===== config.mk =====
export PLATFORM = sky130hd
export DESIGN_NAME = lsu_axil_master_flat
export DESIGN_NICKNAME = d
export VERILOG_FILES = /design/src/rtl/core_pkg.sv /design/src/rtl/lsu_axil_master_if.sv /design/src/rtl/lsu_data_align.sv /design/src/rtl/lsu_axil_master.sv /design/src/flat_wrapper.sv
export SDC_FILE = /design/constraint.sdc
export NUM_CORES = 1
export LEC_CHECK = 0
export CORE_ASPECT_RATIO = 0.6
export CORE_UTILIZATION = 42
export DETAILED_ROUTE_END_ITERATION = 7
export GPL_ROUTABILITY_DRIVEN = 1
export PLACE_DENSITY_LB_ADDON = 0.2
export SYNTH_ARGS = -nofsm -noshare
export SYNTH_HDL_FRONTEND = slang
export SYNTH_SLANG_ARGS = --single-unit

===== constraint.sdc =====
create_clock -name clk -period 1.8 [get_ports clk]
set_input_delay 0.36 -clock clk [delete_from_list [all_inputs] [get_ports clk]]
set_output_delay 0.36 -clock clk [all_outputs]
set_load 0.005 [all_outputs]

===== src/rtl/core_pkg.sv =====
// core_pkg: shared data width, access size and LSU state encodings
package core_pkg;
    localparam int DATA_WIDTH = 32;
    typedef enum logic [1:0] {SIZE_B = 2'd0, SIZE_H = 2'd1, SIZE_W = 2'd2} mem_size_t;
    typedef enum logic [2:0] {IDLE, RD_ADDR, RD_DATA, WR, RESP} lsu_state_t;
endpackage


===== src/rtl/lsu_axil_master_if.sv =====
// lsu_axil_master_if: word-addressed AXI-lite channels without write strobes or B channel
interface lsu_axil_master_if
    import core_pkg::*;
();
    logic [31:0] araddr;
    logic arvalid, arready;
    logic [DATA_WIDTH-1:0] rdata;
    logic rvalid, rready;
    logic [31:0] awaddr;
    logic awvalid, awready;
    logic [DATA_WIDTH-1:0] wdata;
    logic wvalid, wready;
    modport master (
        output araddr, arvalid, rready, awaddr, awvalid, wdata, wvalid,
        input  arready, rdata, rvalid, awready, wready
    );
    modport slave (
        input  araddr, arvalid, rready, awaddr, awvalid, wdata, wvalid,
        output arready, rdata, rvalid, awready, wready
    );
endinterface


===== src/rtl/lsu_data_align.sv =====
// lsu_data_align: sub-word load extraction/extension and read-modify-write store merge
module lsu_data_align
    import core_pkg::*;
(
    input  mem_size_t             size,
    input  logic                  uns,
    input  logic [1:0]            lane,
    input  logic [DATA_WIDTH-1:0] rdata,
    input  logic [DATA_WIDTH-1:0] wdata,
    output logic [DATA_WIDTH-1:0] load_data,
    output logic [DATA_WIDTH-1:0] store_data
);
    logic [7:0] b;
    logic [15:0] h;
    logic [DATA_WIDTH-1:0] mask, wrep;
    // select the addressed lane, extend it, and splice store data into the read word
    always_comb begin
        b = rdata[{lane, 3'b000} +: 8];
        h = rdata[{lane[1], 4'b0000} +: 16];
        load_data = size == SIZE_B ? {{(DATA_WIDTH-8){b[7] & ~uns}}, b} :
                    size == SIZE_H ? {{(DATA_WIDTH-16){h[15] & ~uns}}, h} : rdata;
        mask = size == SIZE_B ? DATA_WIDTH'(8'hFF) << {lane, 3'b000} :
               size == SIZE_H ? DATA_WIDTH'(16'hFFFF) << {lane[1], 4'b0000} : {DATA_WIDTH{1'b1}};
        wrep = size == SIZE_B ? {(DATA_WIDTH/8){wdata[7:0]}} :
               size == SIZE_H ? {(DATA_WIDTH/16){wdata[15:0]}} : wdata;
        store_data = (rdata & ~mask) | (wrep & mask);
    end
endmodule


===== src/rtl/lsu_axil_master.sv =====
// lsu_axil_master: one-at-a-time load/store bridge onto word-only AXI-lite RAM; LSU_MISALIGN_TRAP_EN enables misalignment traps
module lsu_axil_master
    import core_pkg::*;
(
    input  logic                  clk,
    input  logic                  rst,
    input  logic                  req_valid,
    output logic                  req_ready,
    input  logic                  req_we,
    input  mem_size_t             req_size,
    input  logic                  req_unsigned,
    input  logic [31:0]           req_addr,
    input  logic [DATA_WIDTH-1:0] req_wdata,
    output logic                  resp_valid,
    output logic [DATA_WIDTH-1:0] resp_rdata,
    output logic                  resp_err,
    lsu_axil_master_if.master     axi
);
    lsu_state_t state;
    logic we_q, uns_q, misalign;
    mem_size_t size_q;
    logic [1:0] lane_q;
    logic [DATA_WIDTH-1:0] wdata_q, load_data, store_data;

    assign req_ready = state == IDLE && !rst;
`ifdef LSU_MISALIGN_TRAP_EN
    assign misalign = (req_size == SIZE_H && req_addr[0]) || (req_size == SIZE_W && req_addr[1:0] != 2'b00);
`else
    assign misalign = 1'b0;
`endif

    lsu_data_align u_align (
        .size(size_q), .uns(uns_q), .lane(lane_q), .rdata(axi.rdata), .wdata(wdata_q),
        .load_data(load_data), .store_data(store_data)
    );

    // request latch, FSM and AXI handshake bookkeeping; each valid drops on its own handshake
    always_ff @(posedge clk) begin
        if (rst) begin
            state <= IDLE;
            we_q <= 1'b0;
            uns_q <= 1'b0;
            size_q <= SIZE_B;
            lane_q <= 2'b00;
            wdata_q <= '0;
            axi.araddr <= '0;
            axi.awaddr <= '0;
            axi.wdata <= '0;
            axi.arvalid <= 1'b0;
            axi.rready <= 1'b0;
            axi.awvalid <= 1'b0;
            axi.wvalid <= 1'b0;
            resp_valid <= 1'b0;
            resp_rdata <= '0;
            resp_err <= 1'b0;
        end else begin
            case (state)
                IDLE: if (req_valid) begin
                    we_q <= req_we;
                    uns_q <= req_unsigned;
                    size_q <= req_size;
                    lane_q <= req_addr[1:0];
                    wdata_q <= req_wdata;
                    axi.araddr <= {2'b00, req_addr[31:2]};
                    axi.awaddr <= {2'b00, req_addr[31:2]};
                    if (misalign) begin
                        resp_valid <= 1'b1;
                        resp_err <= 1'b1;
                        resp_rdata <= '0;
                        state <= RESP;
                    end else if (req_we && req_size == SIZE_W) begin
                        axi.wdata <= req_wdata;
                        axi.awvalid <= 1'b1;
                        axi.wvalid <= 1'b1;
                        state <= WR;
                    end else begin
                        axi.arvalid <= 1'b1;
                        state <= RD_ADDR;
                    end
                end
                RD_ADDR: if (axi.arready) begin
                    axi.arvalid <= 1'b0;
                    axi.rready <= 1'b1;
                    state <= RD_DATA;
                end
                RD_DATA: if (axi.rvalid) begin
                    axi.rready <= 1'b0;
                    if (we_q) begin
                        axi.wdata <= store_data;
                        axi.awvalid <= 1'b1;
                        axi.wvalid <= 1'b1;
                        state <= WR;
                    end else begin
                        resp_rdata <= load_data;
                        resp_valid <= 1'b1;
                        state <= RESP;
                    end
                end
                WR: begin
                    if (axi.awready) axi.awvalid <= 1'b0;
                    if (axi.wready) axi.wvalid <= 1'b0;
                    if ((!axi.awvalid || axi.awready) && (!axi.wvalid || axi.wready)) begin
                        resp_rdata <= '0;
                        resp_valid <= 1'b1;
                        state <= RESP;
                    end
                end
                RESP: begin
                    resp_valid <= 1'b0;
                    resp_err <= 1'b0;
                    resp_rdata <= '0;
                    state <= IDLE;
                end
                default: state <= IDLE;
            endcase
        end
    end
endmodule


===== src/flat_wrapper.sv =====
// flat-port wrapper written by rule: the top's interface ports become plain ports
module lsu_axil_master_flat import core_pkg::*;
  (clk, rst, req_valid, req_ready, req_we, req_size, req_unsigned, req_addr, req_wdata, resp_valid, resp_rdata, resp_err, axi_araddr, axi_arvalid, axi_rready, axi_awaddr, axi_awvalid, axi_wdata, axi_wvalid, axi_arready, axi_rdata, axi_rvalid, axi_awready, axi_wready);
  lsu_axil_master_if axi_i ();
  input  logic clk;
  input  logic rst;
  input  logic req_valid;
  output logic req_ready;
  input  logic req_we;
  input  mem_size_t req_size;
  input  logic req_unsigned;
  input  logic [31:0] req_addr;
  input  logic [DATA_WIDTH-1:0] req_wdata;
  output logic resp_valid;
  output logic [DATA_WIDTH-1:0] resp_rdata;
  output logic resp_err;
  output wire logic [$bits(axi_i.araddr)-1:0] axi_araddr;
  output wire logic [$bits(axi_i.arvalid)-1:0] axi_arvalid;
  output wire logic [$bits(axi_i.rready)-1:0] axi_rready;
  output wire logic [$bits(axi_i.awaddr)-1:0] axi_awaddr;
  output wire logic [$bits(axi_i.awvalid)-1:0] axi_awvalid;
  output wire logic [$bits(axi_i.wdata)-1:0] axi_wdata;
  output wire logic [$bits(axi_i.wvalid)-1:0] axi_wvalid;
  input wire logic [$bits(axi_i.arready)-1:0] axi_arready;
  input wire logic [$bits(axi_i.rdata)-1:0] axi_rdata;
  input wire logic [$bits(axi_i.rvalid)-1:0] axi_rvalid;
  input wire logic [$bits(axi_i.awready)-1:0] axi_awready;
  input wire logic [$bits(axi_i.wready)-1:0] axi_wready;
  assign axi_araddr = axi_i.araddr;
  assign axi_arvalid = axi_i.arvalid;
  assign axi_rready = axi_i.rready;
  assign axi_awaddr = axi_i.awaddr;
  assign axi_awvalid = axi_i.awvalid;
  assign axi_wdata = axi_i.wdata;
  assign axi_wvalid = axi_i.wvalid;
  assign axi_i.arready = axi_arready;
  assign axi_i.rdata = axi_rdata;
  assign axi_i.rvalid = axi_rvalid;
  assign axi_i.awready = axi_awready;
  assign axi_i.wready = axi_wready;
  lsu_axil_master u_core (.clk(clk), .rst(rst), .req_valid(req_valid), .req_ready(req_ready), .req_we(req_we), .req_size(req_size), .req_unsigned(req_unsigned), .req_addr(req_addr), .req_wdata(req_wdata), .resp_valid(resp_valid), .resp_rdata(resp_rdata), .resp_err(resp_err), .axi(axi_i));
endmodule

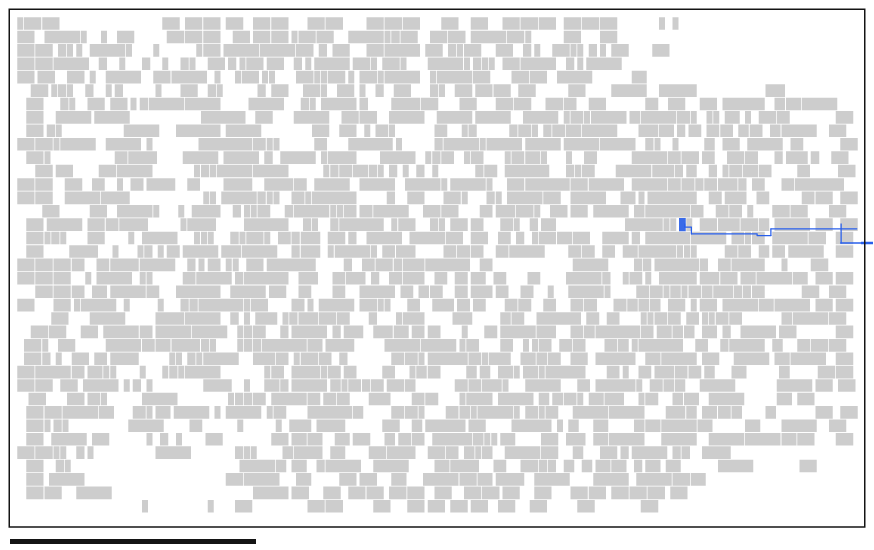
Fig. 1. Nets reached from selected ports (run 1).
Scale bar: 50 um.
[blue] req_unsigned | bits: 1 | direction: input | edge: east | end cells: 1 | buffers: 1 | wire: 46.5 um

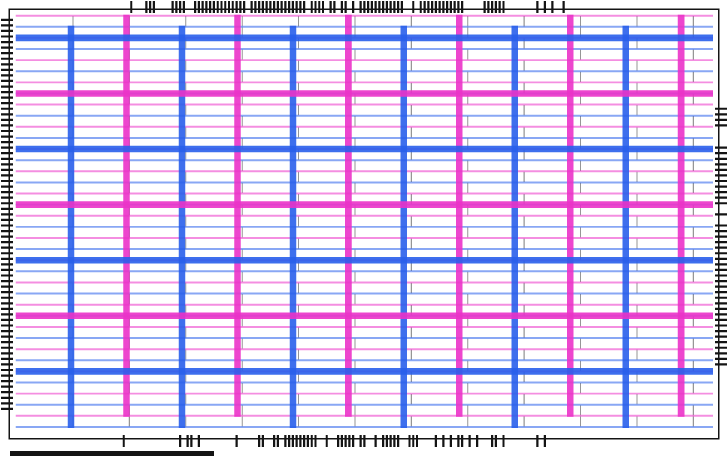
Fig. 2. Floorplan with the power grid (run 1).
Scale bar: 50 um. Pins as bars on the die edge. Tap cells in gray.
[magenta] VDD
[blue] VSS
rows: 37
met4 straps: 12
tap cells: 234

==> ci_impl_report.md, run 1 <==
### Flow metrics

| Metric | Value |
|---|---|
| Post-Synthesis Cell Area | 7390 um^2 |
| Comb/total area | 36.3% |
| Clk_skew | 9.31 ps |
| Synthesis area per yosys | 7390 um^2 |
| Min Tclk post-route | 1850 ps |
| Clock Power Share | 29.1% |
| Initial DRT Pass Iterations | 5 |
| CTS H-tree depth | 4 |
| Chip Area | 18100 um^2 |
| Biggest consumer | combinational cells |
| Post-synth top flop | dfxtp_1 |
| Post-place setup slack | -487 ps |
| Unique cell types | 62 |
| Worst reg-to-reg path cell count | 6 |
| Cell type with the largest total area | dfxtp_1 |
| Final GP Congestion | 0.947 |
| Crit path largest cell delay | 550 ps |
| Worst setup SP type | flip-flop |
| Synth async-reset ratio | 0% |
| CP max-delay cell | a2111o_2 |
| DP Area | 10300 um^2 |
| Net Sw Power | 4.37 mW |
| Layout area overhead | 52.5% |
| Critical Path RT | 2100 ps |
| First-pass GRT wire length | 39600 um |
| Max Fclk | 539 MHz |
| CP Data Arrival Time | 2160 ps |
| Xor+xnor area frac | 0% |
| VDD IR max | 0.000632 V |
| Max Cap Viol | 0 |
| Main logic family | AND-OR/OR-AND gates |
| Hpwl dp | 17800 um |
| Sequential power | 3.92 mW |
| Critical path buffers and inverters | 2 |
| Violated checks | negative setup slack |
| Syn Inst Count | 873 |
| Via-to-Cell Ratio | 5.73 |
| OpenROAD warnings | 27 |
| Simple-Gate Area Share | 19.7% |
| Combinational cell power | 4.75 mW |
| Finish-stage setup viols | 25 |
| Hold WS | 455 ps |
| Status | finished, violations left |
| Worst-path clk slew | 70 ps |
| Final core occ | 65.6% |
| Tot GR Track Use | 27.8% |
| Largest net degree at the start of global routing | 100 |
| Post_cts resized | 26 |
| Routed vias | 7848 |
| Fraction of area in registers | 25.0% |
| Hold Path Sink | u_core.wdata_q[17]$_SDFFE_PP0P_ |
| Final Cycle Share | 103% |
| Max-area cell share | 37.9% |
| Insertion Delay late pin | 420 ps |
| Antenna viol nets, final | 0 |
| Clock Tree Buf Depth | 2 |
| Synth top area cells | dfxtp_1 (38%), nand2_1 (7.7%), a21oi_1 (6.0%), a211oi_1 (4.4%), buf_4 (3.8%) |
| CP Max Fanout | 7 |
| Design Area, Final | 11300 um^2 |
| Synth mux share | 5.01% |
| Final worst slack | -54.7 ps |
| Switching Share | 35.7% |
| Area-dominant class | multi-input combinational cells |
| Signal buffers | 342 |
| Clock network area share | 5.15% |
| Pins over their slew limit | 0 |
| Cell family with most CP delay | AND-OR/OR-AND gates |
| Reg power frac | 32.0% |
| Most frequent cells in the layout | clkdlybuf4s50_1 (234), nand2_1 (149), dfxtp_1 (135) |
| Gate power share | 38.8% |
| Crit path from | u_core.state[1]$_SDFFE_PP0P_ |
| Invs w/o clock | 19 |
| Combinational gate area | 4090 um^2 |
| WP depth | 6 |
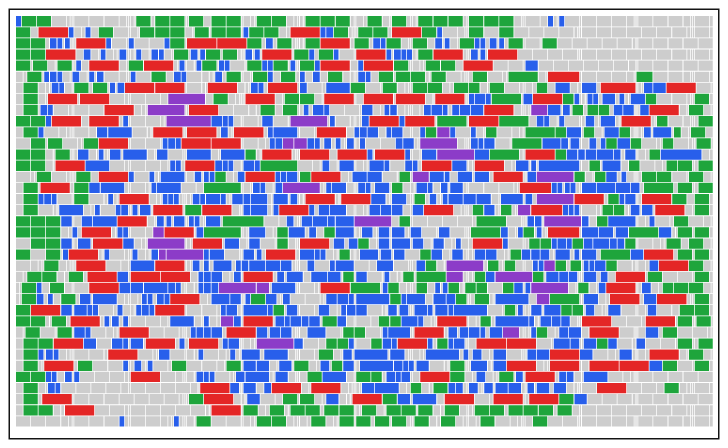
Fig. 3. Cells colored by class (run 1).
Fill, decap, tap and diode cells in gray.
[purple] clock drivers and dummy loads | cells: 32 | share of their area: 5.3%
[blue] remaining logic cells | cells: 620 | share of their area: 38%
[green] remaining buffers and delay cells | cells: 342 | share of their area: 31%
[red] registers | cells: 140 | share of their area: 26%

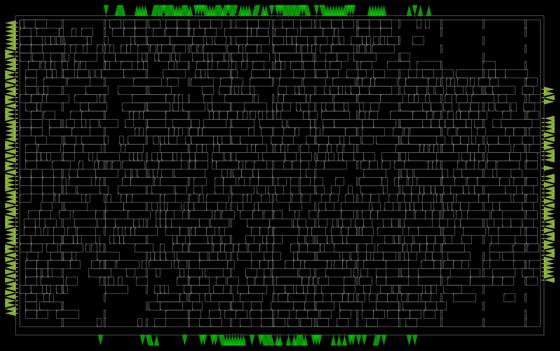
Fig. 4. Cell outlines without signal wires (run 1).
Core ar.: 17200 um^2
TAP cells: 234
fillcell total: 1402

run 1: metal layers:
layer / global-route usage [%] / share of wire, % / up-vias
met5: 0 / 0 / -
met4: 6.89 / 1.3 / 0
met3: 7.93 / 10 / 37
met2: 38.7 / 42 / 422
met1: 41.2 / 47 / 3753
li1: - / - / 3636
run 1: registers in the layout, summed over array words and instances, names as in the netlist:
register	cells
u_core.lane_q	2
u_core.we_q	1
u_core.resp_valid	1
u_core.axi.awvalid	1
u_core.axi.wdata	32
u_core.axi.arvalid	1
u_core.resp_rdata	32
u_core.state	3
u_core.size_q	2
u_core.axi.wvalid	1
u_core.wdata_q	32
u_core.axi.rready	1
u_core.axi.awaddr	30
u_core.uns_q	1
Fig. 5: run 1, routed metal per tile
The die is cut into 35 by 21 equal tiles; dark blue is low, red is high, scaled to the fullest tile. Values are wire area over tile area, all layers added.
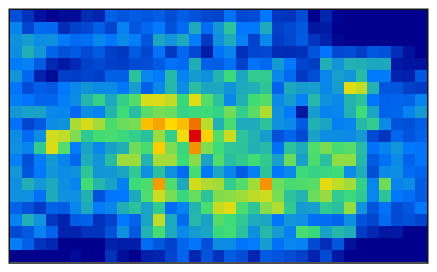

==> run 2, diff against run 1 <==
--- a/config.mk
+++ b/config.mk
@@ -5,8 +5,11 @@
 export SDC_FILE = /design/constraint.sdc
 export NUM_CORES = 1
 export LEC_CHECK = 0
+export CAP_MARGIN = 20
+export CELL_PAD_IN_SITES_DETAIL_PLACEMENT = 1
+export CELL_PAD_IN_SITES_GLOBAL_PLACEMENT = 2
 export CORE_ASPECT_RATIO = 0.6
-export CORE_UTILIZATION = 42
+export CORE_UTILIZATION = 24
 export DETAILED_ROUTE_END_ITERATION = 7
 export GPL_ROUTABILITY_DRIVEN = 1
 export PLACE_DENSITY_LB_ADDON = 0.2
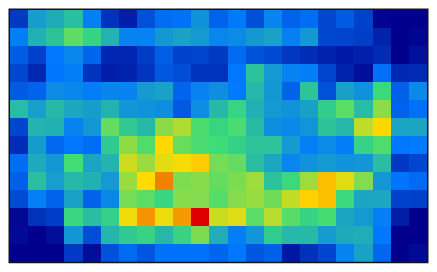
Fig. 6. Routed metal per tile (run 2).
The die is cut into 23 by 14 equal tiles; dark blue is low, red is high, scaled to the fullest tile. Values are wire area over tile area, all layers added.
fullest tile: 0.48
nearly empty tiles: 4.7%
tiles over half the peak: 19%
emptiest ninth of the die: north-east

==> ci_impl_report.md, run 2 <==
### Flow metrics

| Metric | Value |
|---|---|
| Status | finished, violations left |
| Violated checks | negative setup slack |
| Critical Path RT | 2130 ps (+30 ps) |
| CP max-delay cell | a2111o_2 |
| Chip Area | 31500 um^2 (+74%) |
| Final Cycle Share | 103% (+0.11 points) |
| CTS H-tree depth | 4 (unchanged) |
| Unique cell types | 62 (unchanged) |
| Met2 WL post-DR | 13900 um (+24%) |
| Design Area, Final | 11500 um^2 (+2.3%) |
| Synth async-reset ratio | 0% (unchanged) |
| GRT met3 Usage | 4.81% (-3.1 points) |
| Insertion Delay late pin | 440 ps (+20 ps) |
| First-pass GRT wire length | 48200 um (+22%) |
| Clk_skew | 11.8 ps (+2.47 ps) |
| Antenna viol nets, final | 0 (unchanged) |
| Post-synth top flop | dfxtp_1 |
| Hold Path Sink | u_core.resp_rdata[1]$_SDFFE_PP0P_ |
| Max Cap Viol | 0 (unchanged) |
| Critical path buffers and inverters | 1 (-1) |
| Cell type with the largest total area | dfxtp_1 |
| WP depth | 4 (-2) |
| Crit path largest cell delay | 550 ps (about the same) |
| Synth top area cells | dfxtp_1 (38%), nand2_1 (7.7%), a21oi_1 (6.0%), a211oi_1 (4.4%), buf_4 (3.8%) |
| Signal buffers | 354 (+3.5%) |
| Metal-1 WL | 16500 um (+32%) |
| Worst-path clk slew | 60 ps (about the same) |
| Post-place setup slack | -490 ps (-2.77 ps) |
| CP Max Fanout | 29 (+22) |
| WL met3 | 1620 um (-41%) |
| Top sig layer | met4 |
| VDD IR max | 0.000572 V (-9.5%) |
| Final core occ | 38.3% (-27 points) |
| OpenROAD warnings | 28 (+3.7%) |
| Hpwl dp | 23600 um (+32%) |
| Fillcell total | 3448 (+150%) |
| Finish-stage setup viols | 22 (-12%) |
| Worst setup SP type | flip-flop |
| Via-to-Cell Ratio | 4.93 (-14%) |
| Core ar. | 30100 um^2 (+75%) |
| Worst reg-to-reg path cell count | 4 (-2) |
| Tot GR Track Use | 20.4% (-7.4 points) |
| Area-dominant class | multi-input combinational cells |
| TAP cells | 408 (+74%) |
| Met2 usage | 29.5% (-9.3 points) |
| DP Area | 10600 um^2 (+3.5%) |
| Final worst slack | -56.7 ps (-1.97 ps) |
| Max-area cell share | 37.9% (unchanged) |
| Clock network area share | 4.83% (-0.32 points) |
| Post-Synthesis Cell Area | 7390 um^2 (unchanged) |
| Routing usage on met1 | 30.3% (-11 points) |
| Max transition margin | 62.3% |
| Hold WS | 325 ps (-130 ps) |
| Largest net degree at the start of global routing | 99 (-1.0%) |
| Invs w/o clock | 19 (unchanged) |
| Comb/total area | 35.8% (-0.53 points) |
| Combinational gate area | 4120 um^2 (+0.83%) |
| Largest regs | u_core.axi.wdata (32), u_core.resp_rdata (32), u_core.wdata_q (32) |
| CP Data Arrival Time | 2190 ps (+30 ps) |
| Most frequent cells in the layout | clkdlybuf4s50_1 (234), nand2_1 (150), dfxtp_1 (132) |
| Crit path from | u_core.state[1]$_SDFFE_PP0P_ |
| Pins over their slew limit | 0 (unchanged) |
| Synthesis area per yosys | 7390 um^2 (unchanged) |
| Syn Inst Count | 873 (unchanged) |
[run 2: logic make-up after synthesis]
logic type / count (synthesis) / share of synthesized area (%)
other: 1 / 0.0507
buffers and inverters: 136 / 10.6
AND/OR/NAND/NOR: 296 / 19.7
AND-OR/OR-AND: 272 / 26.8
multiplexers: 28 / 5.01
flip-flops: 140 / 37.9
[run 2: worst min-delay path, stage by stage]
cell     delay [ps]
buf_4           140
buf_4           170
a21oi_1          40
[run 2: report_power, final]
part / switching, mW / internal (mW)
sequential: 0.424 / 3.54
combinational: 2.52 / 2.41
clock: 1.41 / 2.04
[run 2: what timing repair did]
action | 4_1_cts | 5_1_grt
endpoints found under the setup margin | 68 | 64
pin swaps | 2 | 3
gates cloned | 1 | 0
gates resized | 44 | 21
buffers inserted | 2 | 1
==> run 3, diff against run 2 <==
--- a/config.mk
+++ b/config.mk
@@ -13,6 +13,7 @@
 export DETAILED_ROUTE_END_ITERATION = 7
 export GPL_ROUTABILITY_DRIVEN = 1
 export PLACE_DENSITY_LB_ADDON = 0.2
+export SLEW_MARGIN = 20
 export SYNTH_ARGS = -nofsm -noshare
 export SYNTH_HDL_FRONTEND = slang
 export SYNTH_SLANG_ARGS = --single-unit
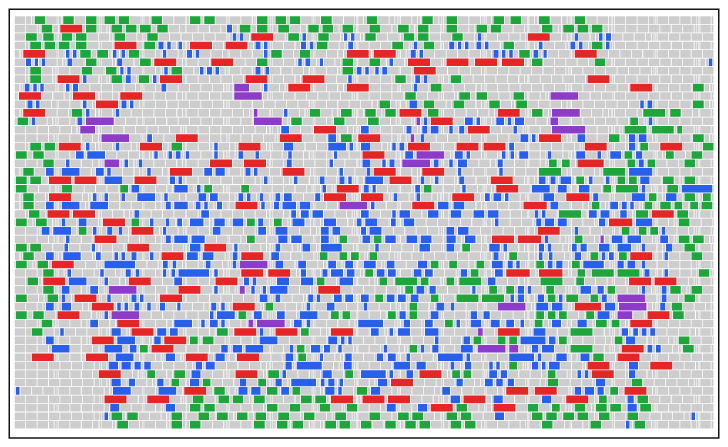
Fig. 7. Cells colored by class (run 3).
Fill, decap, tap and diode cells in gray.
[red] registers | cells: 140 | share of their area: 26%
[green] remaining buffers and delay cells | cells: 354 | share of their area: 31%
[purple] clock drivers and dummy loads | cells: 31 | share of their area: 5.1%
[blue] remaining logic cells | cells: 620 | share of their area: 38%

==> ci_impl_report.md, run 3 <==
### Flow metrics

| Metric | Value |
|---|---|
| Final worst slack | -56.7 ps (unchanged) |
| Core ar. | 30100 um^2 (unchanged) |
| CTS H-tree depth | 4 (unchanged) |
| Post-Synthesis Cell Area | 7390 um^2 (unchanged) |
| Met2 usage | 29.5% (unchanged) |
| Metal-1 WL | 16500 um (unchanged) |
| Complex Gates by Area | 26.8% (unchanged) |
| Violated checks | negative setup slack |
| Chip Area | 31500 um^2 (unchanged) |
| Insertion Delay late pin | 440 ps (about the same) |
| Main logic family | AND-OR/OR-AND gates |
| Adder share | 0% (unchanged) |
| Design Area, Final | 11500 um^2 (unchanged) |
| DP Area | 10600 um^2 (unchanged) |
| Tot GR Track Use | 20.4% (unchanged) |
| Synthesis area per yosys | 7390 um^2 (unchanged) |
| Finish-stage setup viols | 22 (unchanged) |
| Gate power share | 40.0% (about the same) |
| Internal cell power | 7.99 mW (unchanged) |
| OpenROAD warnings | 28 (unchanged) |
| Worst-path clk slew | 60 ps (about the same) |
| Antenna viol nets, final | 0 (unchanged) |
| Unique cell types | 62 (unchanged) |
| Synth mux share | 5.01% (unchanged) |
| Max-area cell share | 37.9% (unchanged) |
| Post-synth top flop | dfxtp_1 |
| Max transition margin | 62.3% (unchanged) |
| Simple-Gate Area Share | 19.7% (unchanged) |
| Top sig layer | met4 |
| Hpwl dp | 23600 um (unchanged) |
| Status | finished, violations left |
| First-pass GRT wire length | 48200 um (unchanged) |
| Post_cts resized | 44 (unchanged) |
| Met2 WL post-DR | 13900 um (unchanged) |
| CP Max Fanout | 29 (unchanged) |
| CP max-delay cell | a2111o_2 |
| Routing usage on met1 | 30.3% (unchanged) |
| CP Data Arrival Time | 2190 ps (about the same) |
| Xor+xnor area frac | 0% (unchanged) |
| Max Cap Viol | 0 (unchanged) |
| Via-to-Cell Ratio | 4.93 (unchanged) |
-- run 3: power by group through the flow --
| stage | clock network (mW) | logic, mW | registers [mW] |
|---|---|---|---|
| floorplan | 0 | 2.37 | 3.87 |
| global placement | 0 | 4.66 | 4.01 |
| detailed placement | 0 | 4.73 | 4.02 |
| CTS | 3.54 | 4.90 | 3.97 |
| global route | 3.69 | 5.34 | 4.03 |
| finish | 3.44 | 4.93 | 3.97 |
-- run 3: cell type report --
type / count / area [um^2] / share of cell area, %
repair buffers: 354 / 3450 / 29.9
well taps: 408 / 510 / 4.43
inverters: 19 / 71.3 / 0.619
multi-input cells: 601 / 4120 / 35.8
clock buffers: 25 / 495 / 4.30
flip-flops and latches: 140 / 2820 / 24.4
clock inverters: 6 / 61.3 / 0.532
Power figures rest on the tool's default switching activity, not on a simulated workload.
